Figure 1. PDN straps and rails.
Pins as bars on the die edge. Tap cells in gray.
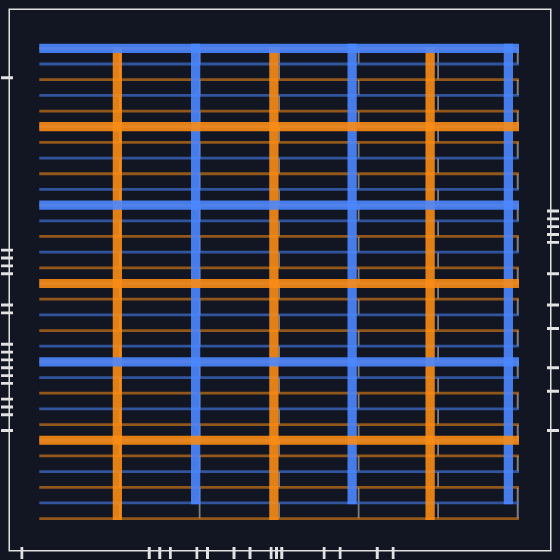
Figure 2. Clock network drawn from the DEF.
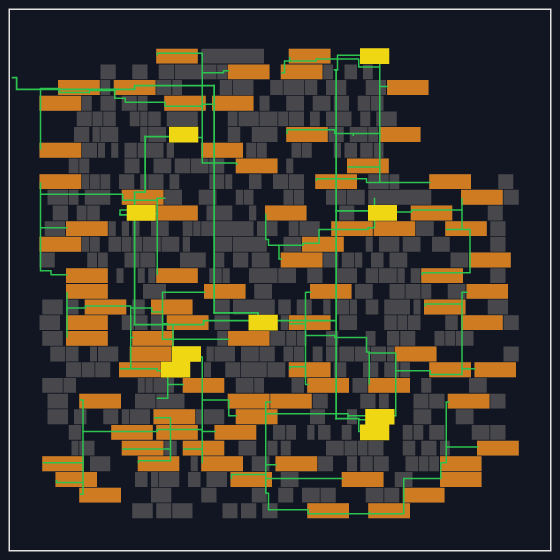
Design video_frame_capture_flat, sky130hd; sources not shown.
==> impl_metrics.yaml <==
# synthesis and place-and-route metrics
status:
  status: "complete, no violations"
setup_path:
  path_class: "reg2reg"
  cp-start-kind: "flop"
  crit_chain: "inv_1 -> ha_4 -> nor2b_4 -> a41oi_2 -> buf_12 -> or4_1 -> a21oi_1"
  crit_required_ns: 2.29
  critPathBufInv: 2
  crit_cells: 7
  endpoint_kind: "flop"
  cp_max_fo: 27
  worst-r2r-cell-count: 7
  worst_path_max_delay_cell: "or4_1"
  rrSetupSlack_ns: 0.11
route:
  first_iter_violations: 186
  top_layer_used: "met4"
  met1Wirelength_um: 3575
  via_count: 2916
final_layout:
  stdcell_area_mm2: 0.004285
  mostFrequentLayoutCells: "dfxtp_1 (83), buf_4 (48), a21oi_1 (26)"
  final-seq-area_mm2: 0.001662
  final_core_util: 0.6308
  comb_share: 0.4006
  flops: 83
  comb_cells: 250
  area_delta_synth_final_pct: 22.37
  bufAreaShareNonClock: 0.1215
  nets: 437
  diodes: 0
  layout-drive-gt1-share: 0.1943
  seq_share: 0.3877
synth:
  yosys_cells: 367
  edf_count: 0
  synthTopCellsByArea: "dfxtp_1 (47%), mux2i_1 (5.1%), a22o_1 (4.3%)"
  yosys_area_mm2: 0.003502
  ys_sh_aoi: 0.1783
  top_logic_kind: "simple AND/OR/NAND/NOR gates"
  synth_cells: 367
  synth-xor-area-share: 0.005002
  yosys.area.top_type_share: 0.4745
  syn-cell-area_mm2: 0.003502
  synth_top_cell_by_count: "dfxtp_1"
  common_cells: "dfxtp_1 (83), a21oi_1 (27), nand3_1 (21)"
  ys_ff: 83
  yosysTopAreaCell: "dfxtp_1"
  async_reset_ff_frac: 0
  yosys_most_used_dff: "dfxtp_1"
  ys_sh_mux: 0.05145
pwr:
  p_per_area_mw_per_mm2: 951.3
  pg_seq_mw: 1.64
  pwr-share-comb: 0.292
  power_leader: "registers"
  power.total_mw: 4.076
  power.internal_mw: 2.737
  leakagePower_nw: 1.574
grt:
  grt_pass1_wl_um: 12450
  grt_use_met1: 0.2347
  grt_use_met3: 0.04247
  use_met2: 0.2714
  antenna_found_initial: 0
  grt-ovfl-total: 0
  grt_pass1_vias: 2662
floorplan:
  num_io_pins: 43
  row_count: 30
  fp_util: 0.5155
place:
  place_ws_ns: 0.01944
  placed_area_mm2: 0.004026
  io_buffers: 41
final_timing:
  holdWs_ns: 0.3283
  period_used_share: 0.9506
  slew-limit-headroom: 0.6213
  finalSetupViolCount: 0
  finalHoldViolCount: 0
  setup-tns-final_ns: 0
  fin_ws_ns: 0.1061
cts:
  post_cts_resized: 1
  cts.sinks: 83
  htreeDepth: 3
  clk_path_buf_depth: 2
  tritoncts: "built"
  clock_tree.root_cell: "clkbuf_8"
About Figure 1:
| net | color |
|---|---|
| VSS | orange |
| VDD | blue |
signal pins: 43
met5 straps: 6
met4 straps: 6
core area: 0.006794 mm2
DIE WIDTH: 93.69 um

About Figure 2:
[clock drivers] yellow | count: 9
[clock wires] green | length: 986 um
[flip-flops] orange | count: 83
flops lie: all over the die
clock power share: 0.306
Clk. pwr: 1.25 mW
clk latency late pin: 0.35 ns

Power is estimated from default activity; no workload was simulated.
